Run 1, logic cells by family:
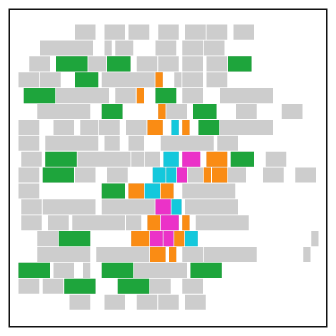
Run 1, drive-strength map:
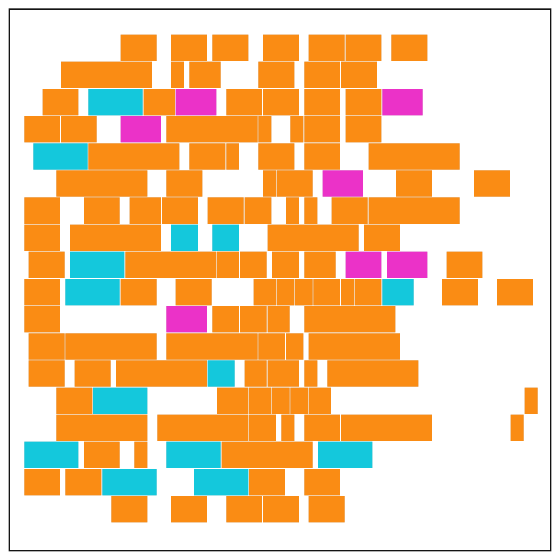
Run 1, signal wires on met2:
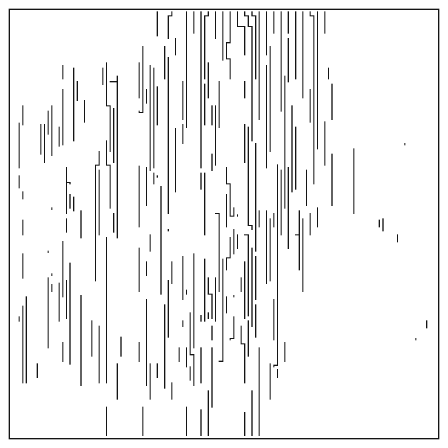
===== src/rtl/datapath_controller.sv =====
// Moore sequencer for the register-file/ALU datapath: it latches one 16-bit instruction in WAIT,
// then steps through decode, operand fetch, operate and write-back, one state per clock.
module datapath_controller #(
   parameter int WIDTH = 16
) (
   input  logic             clk,
   input  logic             reset,
   input  logic             s,
   input  logic [15:0]      instr,
   output logic             w,
   output logic             err,
   output logic [2:0]       readnum,
   output logic [2:0]       writenum,
   output logic             loada,
   output logic             loadb,
   output logic             write,
   output logic [1:0]       vsel,
   output logic             asel,
   output logic             bsel,
   output logic             loadc,
   output logic             loads,
   output logic [1:0]       alu_op,
   output logic [1:0]       shift,
   output logic [WIDTH-1:0] sximm8
);

   typedef enum logic [2:0] {
      S_WAIT    = 3'd0,
      S_DECODE  = 3'd1,
      S_ILLEGAL = 3'd2,
      S_WR_IMM  = 3'd3,
      S_GET_A   = 3'd4,
      S_GET_B   = 3'd5,
      S_OPERATE = 3'd6,
      S_WR_REG  = 3'd7
   } state_t;

   state_t      state_reg, state_next;
   logic [15:0] ir_reg;

   logic [2:0] opcode, rn, rd, rm;
   logic [1:0] op;
   logic       is_mov_imm, is_mov_reg, is_alu, is_cmp, is_mvn;

   assign opcode = ir_reg[15:13];
   assign op     = ir_reg[12:11];
   assign rn     = ir_reg[10:8];
   assign rd     = ir_reg[7:5];
   assign rm     = ir_reg[2:0];

   assign is_mov_imm = (opcode == 3'b110) && (op == 2'b10);
   assign is_mov_reg = (opcode == 3'b110) && (op == 2'b00);
   assign is_alu     = (opcode == 3'b101);
   assign is_cmp     = is_alu && (op == 2'b01);
   assign is_mvn     = is_alu && (op == 2'b11);

   // The instruction register only captures on the issue edge, so s is ignored outside WAIT.
   always_ff @(posedge clk or posedge reset) begin
      if (reset) begin
         state_reg <= S_WAIT;
         ir_reg    <= '0;
      end else begin
         state_reg <= state_next;
         if (state_reg == S_WAIT && s)
            ir_reg <= instr;
      end
   end

   always_comb begin
      state_next = S_WAIT;
      w          = 1'b0;
      err        = 1'b0;
      readnum    = 3'd0;
      writenum   = 3'd0;
      loada      = 1'b0;
      loadb      = 1'b0;
      write      = 1'b0;
      vsel       = 2'b00;
      asel       = 1'b0;
      bsel       = 1'b0;
      loadc      = 1'b0;
      loads      = 1'b0;
      case (state_reg)
         S_WAIT: begin
            w          = 1'b1;
            state_next = s ? S_DECODE : S_WAIT;
         end
         S_DECODE: begin
            if (is_mov_imm)      state_next = S_WR_IMM;
            else if (is_mov_reg) state_next = S_GET_B;
            else if (is_alu)     state_next = S_GET_A;
            else                 state_next = S_ILLEGAL;
         end
         S_ILLEGAL: begin
            err        = 1'b1;
            state_next = S_WAIT;
         end
         S_WR_IMM: begin
            write      = 1'b1;
            writenum   = rn;
            vsel       = 2'b10;
            state_next = S_WAIT;
         end
         S_GET_A: begin
            readnum    = rn;
            loada      = 1'b1;
            state_next = S_GET_B;
         end
         S_GET_B: begin
            readnum    = rm;
            loadb      = 1'b1;
            state_next = S_OPERATE;
         end
         S_OPERATE: begin
            // Zeroing A turns the ALU add into a pass-through of B (MOV) or a plain NOT B (MVN).
            asel = is_mov_reg || is_mvn;
            if (is_cmp) begin
               loads      = 1'b1;
               state_next = S_WAIT;
            end else begin
               loadc      = 1'b1;
               state_next = S_WR_REG;
            end
         end
         S_WR_REG: begin
            write      = 1'b1;
            writenum   = rd;
            vsel       = 2'b00;
            state_next = S_WAIT;
         end
         default: state_next = S_WAIT;
      endcase
   end

   assign alu_op = op;
   assign shift  = ir_reg[4:3];
   assign sximm8 = {{(WIDTH-8){ir_reg[7]}}, ir_reg[7:0]};

endmodule


===== config.mk =====
export PLATFORM = sky130hd
export DESIGN_NAME = datapath_controller
export DESIGN_NICKNAME = d
export VERILOG_FILES = /design/src/rtl/datapath_controller.sv
export SDC_FILE = /design/constraint.sdc
export NUM_CORES = 1
export LEC_CHECK = 0
export CORE_UTILIZATION = 43
export CTS_CLUSTER_DIAMETER = 30
export DETAILED_ROUTE_END_ITERATION = 10
export PLACE_DENSITY = 0.82
export SYNTH_ARGS = -nofsm -noshare
export SYNTH_HDL_FRONTEND = slang
export SYNTH_SLANG_ARGS = --single-unit

===== constraint.sdc =====
create_clock -name clk -period 4.2 [get_ports clk]
set_input_delay 1.05 -clock clk [delete_from_list [all_inputs] [get_ports clk]]
set_output_delay 1.05 -clock clk [all_outputs]
set_load 0.01 [all_outputs]

==> run notes, run 1 <==
run results: most frequent logic cell in the layout clkdlybuf4s50_1, max reg flops 16, Die Width 54.1 um, Seq. pwr 0.000401 W, maximum capacitance violations 0, crit path launch type register, Comb power frac 58.6%, P_leak 0.644 nW, first-pass GRT wire length 3360 um, Int Power 0.000763 W, Clk pwr share 7.7%, routed vias/inst 4.98, status complete, no violations, Worst R2R Setup Slack 2.61 ns, Remaining DRCs 0, DP Wirelength 1740 um, CTS Buf Count 3, post-layout net count 155, slew margin rel. 52.6%, clock transition at the registers of the reported paths 0.11 ns, fin crit period 3.22 ns, Post-Syn Instances 102, WL/cell 13.7 um, worst min path class register to register, RD Place Congestion 0.708, Top cells excl fill/tap clkdlybuf4s50_1, dfrtp_1, mux2_4, nor2_1, mux2_2, maximum root-to-sink buffer count 2, layout cell share with drive strength beyond 1 15.6%, row cnt 18, Power Density 760 nW/um^2, synthesized area 1170 um^2, initial antenna violation count 0, CTS root buffer clkbuf_4, Seq/Total Area, Yosys 40.7%, tool warning count 26, required time of the critical path 3.15 ns, starting DRC count in detailed routing 8, GR Util met1 19.3%, core box area 2520 um^2, Final setup viols 0, Top pwr grp combinational logic, router iterations before antenna repair 4, Vias 821, fmax 0.311 GHz, GR Util met2 27.0%, Peak VDD IR 0.489 mV, Remaining Overflow, GRT 0, synth warn 0, hold endpoint ir_reg[10]$_DFFE_PP0P_, Synth-to-Final Area Change 34.0%, Insertion Delay late pin 0.29 ns, Switch Pwr 0.000427 W, chip area 2930 um^2, CTS Hold Buffers Added 0, PortBufs 53, Synth Area per Inst 11.4 um^2, Min-Delay Path Depth 1, height of the die 54.1 um, cell count of the worst reg-to-reg path 3, layer with the highest usage met2, Max Fanout on Critical Path 13, Switching Fraction 35.9%, vias in the first global route 785, post-CTS sizing 0, Final Skew 0.00193 ns, critical path capture point type primary output, type of the worst setup path register to primary output, Post-CTS Setup Inserts 0, Antenna Cells 0, Clock Sinks 19, largest net degree at the start of global routing 20, Setup crit end readnum[2], Distinct cells, synth 29, Hold Fails Final Rpt 0, Worst R2R End ir_reg[9]$_DFFE_PP0P_, Comb power 0.000697 W, Yosys chip area 1170 um^2, post-layout util 62.0%, WP data arrival 2.17 ns, H-tree Lvls 1, reg2reg start state_reg[2]$_DFF_PP0_, CTS tree built, Worst-Margin Slew 0.710 ns, Ports 56, final wirelength 2270 um, register share of total power 33.7%, Final Slew Violations 0, Clock Power 0.0000911 W, RSZ-0062 raised after global routing no, M3 GR Usage 5.65%, ys cells 102, crit share post-route 76.6%, floorplan core density 46.3%, Post-Route Setup TNS 0 ns, Registers, synthesis 19, Hold Worst Slack 0.552 ns, post-route ant nets 0, worst setup path start state_reg[2]$_DFF_PP0_, min-delay src ir_reg[10]$_DFFE_PP0P_, Tot GR Track Use 16.1%
Back to the opening pictures, 'logic cells by family':
- green: mux cells (cells 19; most used mux2_4)
- magenta: aoi and oai cells (cells 6; most used o21ai_0)
- orange: nor cells (cells 16; most used nor2_1)
- cyan: nand cells (cells 7; where centre)

Back to the opening pictures, 'drive-strength map':
- orange: x1 and smaller (cells 114)
- magenta: x2 (cells 7)
- cyan: x3 and x4 (cells 14)

Back to the opening pictures, 'signal wires on met2':
- share of all routed wire: 49%
- nets with wire on the layer: 144

run 1: critical path: stages (launching register included):
cell and delay, ns:
dfrtp_1 0.63, nor3b_1 0.49, a22o_1 0.23, clkdlybuf4s50_1 0.53
run 1: area by class of cell:
type | instances | area [um^2]
inverters | 2 | 7.51
well taps | 30 | 37.5
fillers | 211 | 958
repair buffers | 53 | 531
multi-input cells | 57 | 487
clock buffers | 4 | 26.3
flip-flops and latches | 19 | 475
run 1: routing by layer:
metal,wire [um],up-vias
met4,12,0
met2,1120,31
li1,-,399
met5,0,-
met3,177,3
met1,961,388
run 1: through the flow:
stage	cells	cell area [um^2]	worst slack, ns	total power, W
final	165	1560	0.983	0.00119
after global routing	165	1560	0.830	0.00127
after CTS	165	1560	0.992	0.00120
after detailed placement	161	1540	1.33	0.00111
after global placement	161	1540	1.38	0.00109
after floorplan	103	1170	1.94	0.000883
run 1: cell families (layout without fill, tap and decap cells):
| group | after synthesis | count (layout) | share of synthesized area, % |
|---|---|---|---|
| AND-OR/OR-AND | 9 | 9 | 5.79 |
| buffers and inverters | 27 | 59 | 17.9 |
| flip-flops | 19 | 19 | 40.7 |
| multiplexers | 19 | 19 | 21.2 |
| other | 1 | 2 | 0.321 |
| AND/OR/NAND/NOR | 27 | 27 | 14.0 |
run 1: synthesized netlist by cell type, drive strengths merged:
cell type  number  share of area (%)
nand3b          2                1.3
nand3           2               0.86
nor2b           2                1.1
nand2b          2                1.1
a31oi           1               0.54
nor3b           4                2.6
conb            1               0.32
mux2           16                 19
inv             2               0.64
nand2           1               0.32
and2b           2                1.3
and2            2                1.3
nor4b           1               0.75
o211ai          1               0.64
dfrtp          19                 41
mux2i           3                2.6
nor3            2                1.3
nor2            7                2.3
o2bb2ai         1               0.75
o311ai          1               0.75
a22o            3                2.3
buf            25                 17
o21ai           2               0.86
==> run 1 -> run 2 <==
--- a/config.mk
+++ b/config.mk
@@ -5,10 +5,10 @@
 export SDC_FILE = /design/constraint.sdc
 export NUM_CORES = 1
 export LEC_CHECK = 0
-export CORE_UTILIZATION = 43
+export CORE_UTILIZATION = 40
 export CTS_CLUSTER_DIAMETER = 30
 export DETAILED_ROUTE_END_ITERATION = 10
-export PLACE_DENSITY = 0.82
+export PLACE_DENSITY = 0.77
 export SYNTH_ARGS = -nofsm -noshare
 export SYNTH_HDL_FRONTEND = slang
 export SYNTH_SLANG_ARGS = --single-unit
==> constraint.sdc (replaced) <==
create_clock -name clk -period 3.1 [get_ports clk]
set_input_delay 0.775 -clock clk [delete_from_list [all_inputs] [get_ports clk]]
set_output_delay 0.775 -clock clk [all_outputs]
set_load 0.01 [all_outputs]
==> run 2 against run 1 <==
Critical path depth grew 1. Design area is 0.64% higher. Core utilization shrank 4.9 points. Clock skew is essentially flat. Via count grew 2.2%. Non-clock buffer count rose by 1. Synthesized cell count is the same. Global-route usage grew 0.21 points. Worst setup slack worse by 0.78 ns.
==> run notes, run 2 <==
run results: AND/OR/NAND/NOR Cells, Area Fraction 14.0% (unchanged), CTS Hold Buffers Added 0 (unchanged), starting DRC count in detailed routing 17 (+9), Insertion Delay late pin 0.30 ns (about the same), critical path capture point type primary output, Power Density 1040 nW/um^2 (+36%), Registers, synthesis 19 (unchanged), Synth Flop Type dfrtp_1, WL/cell 14.4 um (+4.6%), Synth Area in XOR/XNOR 0% (unchanged), initial antenna violation count 0 (unchanged), Remaining Overflow, GRT 0 (unchanged), first-pass GRT wire length 3930 um (+17%), ao+oa area frac 5.79% (unchanged), Post-CTS Setup Inserts 0 (unchanged), Placed Cells 163 (+1.2%), post-CTS sizing 0 (unchanged), Final Slew Violations 0 (unchanged), Synth async-reset ratio 100% (unchanged), H-tree Lvls 1 (unchanged), Worst-Margin Slew 0.721 ns (+0.0105 ns), Remaining DRCs 0 (unchanged), worst min path class register to register, crit share post-route 93.5%, core box area 2760 um^2 (+9.3%), Yosys chip area 1170 um^2 (unchanged), required time of the critical path 2.32 ns (-0.83 ns), Dominant comb cell multiplexers, clock transition at the registers of the reported paths 0.11 ns (about the same), CTS Buf Count 3 (unchanged), metal1 wirelength 999 um (+4.0%), Post-Route Setup TNS 0 ns (unchanged), yosys adder share 0% (unchanged), min-delay src ir_reg[8]$_DFFE_PP0P_, EDFF count, synth 0 (unchanged), post-layout util 57.1% (-4.9 points), Top cells by area dfrtp_1, buf_4, mux2_4, Final setup viols 0 (unchanged), largest area contributor in the netlist dfrtp_1, CTS root buffer clkbuf_4, M3 GR Usage 3.72% (-1.9 points), final instance area 1570 um^2 (+0.64%), CTS tree built, post-layout net count 156 (+0.65%), ys cells 102 (unchanged), crit path launch type register, met3 WL 130 um (-27%), worst setup path start ir_reg[11]$_DFFE_PP0P_, Distinct cells, synth 29 (unchanged), Synth-to-Final Area Change 34.8%, Post-DP Area 1550 um^2 (+0.57%), RSZ-0062 raised after global routing no, Antenna Cells 0 (unchanged), synthesized area 1170 um^2 (unchanged), DP Wirelength 1810 um (+4.2%), fin crit period 2.90 ns, Hold Fails Final Rpt 0 (unchanged), Post-Syn Instances 102 (unchanged), Top cells excl fill/tap clkdlybuf4s50_1, dfrtp_1, mux2_4, nor2_1, mux2_2, non-filler cells, final 167 (+1.2%), Filler cells 237 (+12%), WP data arrival 2.12 ns (-0.05 ns), maximum capacitance violations 0 (unchanged), Die Width 56.0 um (+3.5%), fmax 0.345 GHz, Peak VDD IR 0.671 mV (+37%), Ports 56 (unchanged), GR Util met1 19.7% (+0.37 points), DR top layer met4, vias in the first global route 854 (+8.8%), synth warn 0 (unchanged), met2 WL 1240 um (+11%), status complete, no violations, Hold Worst Slack 0.550 ns (-0.00202 ns), reg2reg start state_reg[2]$_DFF_PP0_, largest net degree at the start of global routing 20 (unchanged), post-route ant nets 0 (unchanged), height of the die 56.0 um (+3.5%), PortBufs 53 (unchanged), Seq/Total Area, Yosys 40.7% (unchanged), row cnt 19 (+1), type of the worst setup path register to primary output, Final Skew 0.00169 ns (-0.000247 ns), P_leak 0.652 nW (+1.2%), most frequent logic cell in the layout clkdlybuf4s50_1, RD Place Congestion 0.740 (+4.5%), Yosys top cell by instances buf_4, Synth Area per Inst 11.4 um^2 (unchanged), layout cell share with drive strength beyond 1 16.9% (+1.4 points), max reg flops 16 (unchanged), synth cell count leaders buf_4, dfrtp_1, mux2_4, nor2_1, mux2_2, Multiplexer share 21.2% (unchanged), router iterations before antenna repair 4 (unchanged), layer with the highest usage met2, slew margin rel. 51.9% (-0.70 points), maximum root-to-sink buffer count 2 (unchanged), floorplan core density 42.3% (-3.9 points), Top-area cell share 40.7% (unchanged), routed vias/inst 5.02 (+0.97%), Tot GR Track Use 16.3% (+0.21 points), Max Fanout on Critical Path 6 (-7), Clock Sinks 19 (unchanged), chip area 3140 um^2 (+7.2%), tool warning count 26 (unchanged)
-- run 2: cell counts after synthesis --
Identical to the previous run, type by type.
-- run 2: area by class of cell --
cell class / count / area, um^2 / area share [%]
well taps: 31 / 38.8 / 2.46
inverters: 2 / 7.51 / 0.477
clock inverters: 1 / 5.00 / 0.318
clock buffers: 3 / 22.5 / 1.43
multi-input cells: 57 / 487 / 30.9
flip-flops and latches: 19 / 475 / 30.2
repair buffers: 54 / 538 / 34.2
-- run 2: critical path, cell delays in order, from the launching register on --
cell             delay (ns)
dfrtp_1                0.47
nor4b_1                0.49
a31oi_1                0.09
nor3b_1                0.21
clkdlybuf4s50_1        0.56
-- run 2: logic make-up after synthesis --
| kind of cell | count (synthesis) |
|---|---|
| multiplexers | 19 |
| flip-flops | 19 |
| other | 1 |
| AND-OR/OR-AND | 9 |
| buffers and inverters | 27 |
| AND/OR/NAND/NOR | 27 |
-- run 2: final timing paths --
path	end	slack [ns]	depth (start not counted)
setup reg to reg	ir_reg[7]$_DFFE_PP0P_	1.56	4
max in group asynchronous	ir_reg[15]$_DFFE_PP0P_	1.77	2
setup / recovery	asel	0.20	4
hold / removal	ir_reg[8]$_DFFE_PP0P_	0.55	1
min in group asynchronous	ir_reg[3]$_DFFE_PP0P_	0.88	2
hold reg to reg	ir_reg[8]$_DFFE_PP0P_	0.55	1
-- run 2: where the power goes --
group / switching (W) / internal (W)
combinational: 0.000366 / 0.000616
sequential: 0.000145 / 0.000376
clock: 0.0000805 / 0.0000481
-- run 2: stage by stage --
step / power (W) / worst slack, ns
after floorplan: 0.00120 / 1.11
after global placement: 0.00149 / 0.665
after detailed placement: 0.00151 / 0.572
after CTS: 0.00164 / 0.210
after global routing: 0.00173 / 0.00810
final: 0.00163 / 0.202
Run 2, signal wires on met2:
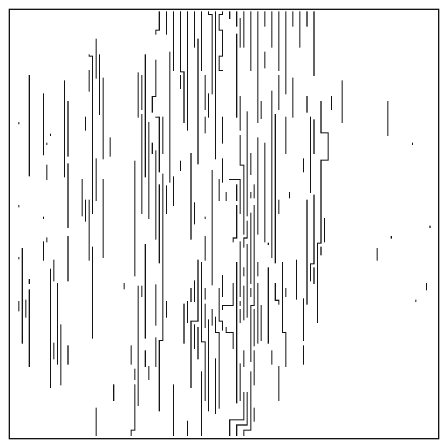
Vias: 839
GR Util met2: 28.1%
final wirelength: 2400 um

Run 2, cells coloured by class:
Scale bar: 20 um. Fill, decap, tap and diode cells in grey.
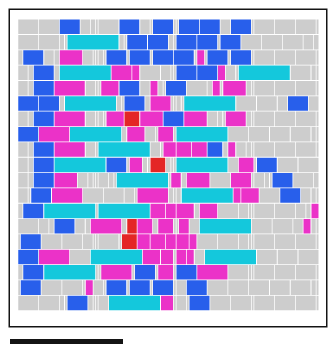

==> run 2 -> run 3 <==
--- a/config.mk
+++ b/config.mk
@@ -5,6 +5,7 @@
 export SDC_FILE = /design/constraint.sdc
 export NUM_CORES = 1
 export LEC_CHECK = 0
+export CORE_MARGIN = 2
 export CORE_UTILIZATION = 40
 export CTS_CLUSTER_DIAMETER = 30
 export DETAILED_ROUTE_END_ITERATION = 10
Run 3, cells coloured by class:
Scale bar: 20 um. Fill, decap, tap and diode cells in grey.
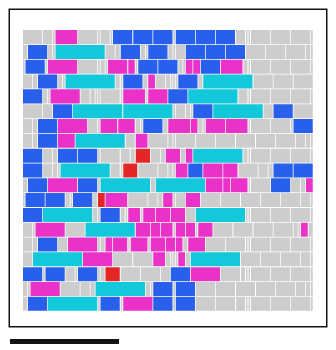
- magenta: remaining logic cells (cells 59; share of their area 32%)
- red: clock drivers and dummy loads (cells 4; share of their area 1.7%)
- cyan: sequential cells (cells 19; share of their area 31%)
- blue: remaining buffers and delay cells (cells 54; share of their area 35%)

==> run 3 against run 2 <==
Die size increased by 7.3%. Combinational power increased by 0.4%. Register-to-register slack got worse by 0.02 ns. Cell count unchanged. Design area about the same. Critical path type unchanged. Sequential share of layout area about the same. Clock skew increased by 0.0046 ns. Routed wire length increased by 0.46%. Highest routed layer unchanged. Critical endpoint unchanged. Synthesized cell count unchanged. Hold slack got worse by 0.0020 ns. Critical path depth unchanged.
==> run notes, run 3 <==
run results: Final Slew Violations 0 (unchanged), floorplan core density 42.3% (unchanged), Top cells excl fill/tap clkdlybuf4s50_1, dfrtp_1, mux2_4, nor2_1, mux2_2, RD Place Congestion 0.763 (+3.0%), final instance area 1570 um^2 (about the same), P_leak 0.649 nW (-0.42%), routed vias/inst 4.92 (-2.1%), tool warning count 26 (unchanged), synth cell count leaders buf_4, dfrtp_1, mux2_4, nor2_1, mux2_2, clock network share of area 1.67% (-0.078 points), Worst R2R Setup Slack 1.54 ns (-0.02 ns), synthesized area 1170 um^2 (unchanged), ys cells 102 (unchanged), fin crit period 2.89 ns (-0.00305 ns), mi-comb count 57 (unchanged), Ports 56 (unchanged), largest cell class by area buffers, Synth Flop Type dfrtp_1, Distinct cells, synth 29 (unchanged), largest net degree at the start of global routing 20 (unchanged), RSZ-0062 raised after global routing no, Remaining Overflow, GRT 0 (unchanged), post-layout power 0.00163 W (about the same), CTS Hold Buffers Added 0 (unchanged), required time of the critical path 2.32 ns (about the same), maximum root-to-sink buffer count 2 (unchanged), type of the worst setup path register to primary output, WP data arrival 2.12 ns (about the same), Buf+Inv Stages, Crit Path 1 (unchanged), Clk pwr share 7.8% (about the same), Worst path top cell family by delay simple AND/OR/NAND/NOR gates, bufs w/o clock 54 (unchanged), post-layout net count 156 (unchanged), initial antenna violation count 0 (unchanged), post-layout util 57.0% (about the same), max reg flops 16 (unchanged), crit share post-route 93.4% (-0.098 points), WL/cell 14.4 um (+0.46%), largest area contributor in the netlist dfrtp_1, PortBufs 53 (unchanged), Top cells by area dfrtp_1, buf_4, mux2_4, Final setup viols 0 (unchanged), Registers, synthesis 19 (unchanged), height of the die 58.0 um (+3.6%), maximum capacitance violations 0 (unchanged), Yosys top cell by instances buf_4, Die Width 58.0 um (+3.6%), synth warn 0 (unchanged), final setup margin 0.205 ns (+0.00305 ns), Antenna Cells 0 (unchanged), Seq cells 19 (unchanged), Post-Syn Instances 102 (unchanged), DP Wirelength 1790 um (-1.2%), Post-DP Area 1550 um^2 (unchanged), Hold Fails Final Rpt 0 (unchanged), Vias 821 (-2.1%), Peak VDD IR 0.601 mV (-11%), clkbuf count 4 (+1), Tot GR Track Use 14.7% (-1.6 points), Well Taps 31 (unchanged), most frequent logic cell in the layout clkdlybuf4s50_1, non-filler cells, final 167 (unchanged), status complete, no violations, worst min path class register to register, Power Density 1040 nW/um^2 (about the same), Filler cells 229 (-3.4%), Int Power 0.00104 W (+0.19%), router iterations before antenna repair 4 (unchanged), Yosys chip area 1170 um^2 (unchanged), Switching Fraction 36.1% (-0.13 points), Comb/total area 30.9% (about the same), H-tree Lvls 1 (unchanged), logic area 487 um^2 (unchanged), Synth Area per Inst 11.4 um^2 (unchanged), row cnt 19 (unchanged), Final Skew 0.00631 ns (+0.00463 ns), Seq/Total Area, Yosys 40.7% (unchanged), invs w/o clock 2 (unchanged), Top-area cell share 40.7% (unchanged), register share of total power 31.8% (about the same), Post-Route Setup TNS 0 ns (unchanged), chip area 3370 um^2 (+7.3%), Max Fanout on Critical Path 5 (-1), post-CTS sizing 0 (unchanged), CTS Buf Count 3 (unchanged), Placed Cells 163 (unchanged), Comb power frac 60.4% (+0.2 points), Clock Sinks 19 (unchanged), non-clk buf share 34.2% (about the same), first-pass GRT wire length 3780 um (-3.7%), CP max-delay cell clkdlybuf4s50_1, crit path launch type register, Insertion Delay late pin 0.29 ns (about the same), critical path capture point type primary output, Reg area 475 um^2 (unchanged)
[run 3: cell count changes in the layout (fill, tap and decap cells not counted), sizes merged]
cell / delta
clkbuf: +1
clkinv: -1
[run 3: power by group through the flow]
stage                     Combinational [W]  Clock, W  Sequential (W)
after floorplan                    0.000709         0        0.000488
final                              0.000986  0.000127        0.000519
after CTS                          0.000994  0.000130        0.000519
after detailed placement           0.000988         0        0.000521
after global placement             0.000981         0        0.000514
after global routing                0.00105  0.000140        0.000544
[run 3: worst paths after layout]
| check | from | end | cells past startpoint |
|---|---|---|---|
| max | ir_reg[12]$_DFFE_PP0P_ | asel | 4 |
| min | ir_reg[6]$_DFFE_PP0P_ | ir_reg[6]$_DFFE_PP0P_ | 1 |
| max reg2reg | state_reg[2]$_DFF_PP0_ | ir_reg[9]$_DFFE_PP0P_ | 4 |
| min reg2reg | ir_reg[6]$_DFFE_PP0P_ | ir_reg[6]$_DFFE_PP0P_ | 1 |
| max in group asynchronous | reset | ir_reg[1]$_DFFE_PP0P_ | 2 |
| min in group asynchronous | reset | ir_reg[3]$_DFFE_PP0P_ | 2 |
[run 3: cells by family after synthesis]
group	count (synthesis)	share of synthesized area [%]
buffers and inverters	27	17.9
other	1	0.321
AND-OR/OR-AND	9	5.79
multiplexers	19	21.2
flip-flops	19	40.7
AND/OR/NAND/NOR	27	14.0
[run 3: metal layers]
metal | track usage, % | part of all wire [%] | vias to the layer above
li1 | - | - | 397
met1 | 18.8 | 45 | 391
met2 | 23.7 | 48 | 31
met3 | 4.24 | 6.3 | 2
met4 | 4.98 | 0.58 | 0
met5 | 0 | 0 | -
No activity file was given, so power comes from the tool's default toggle rates.
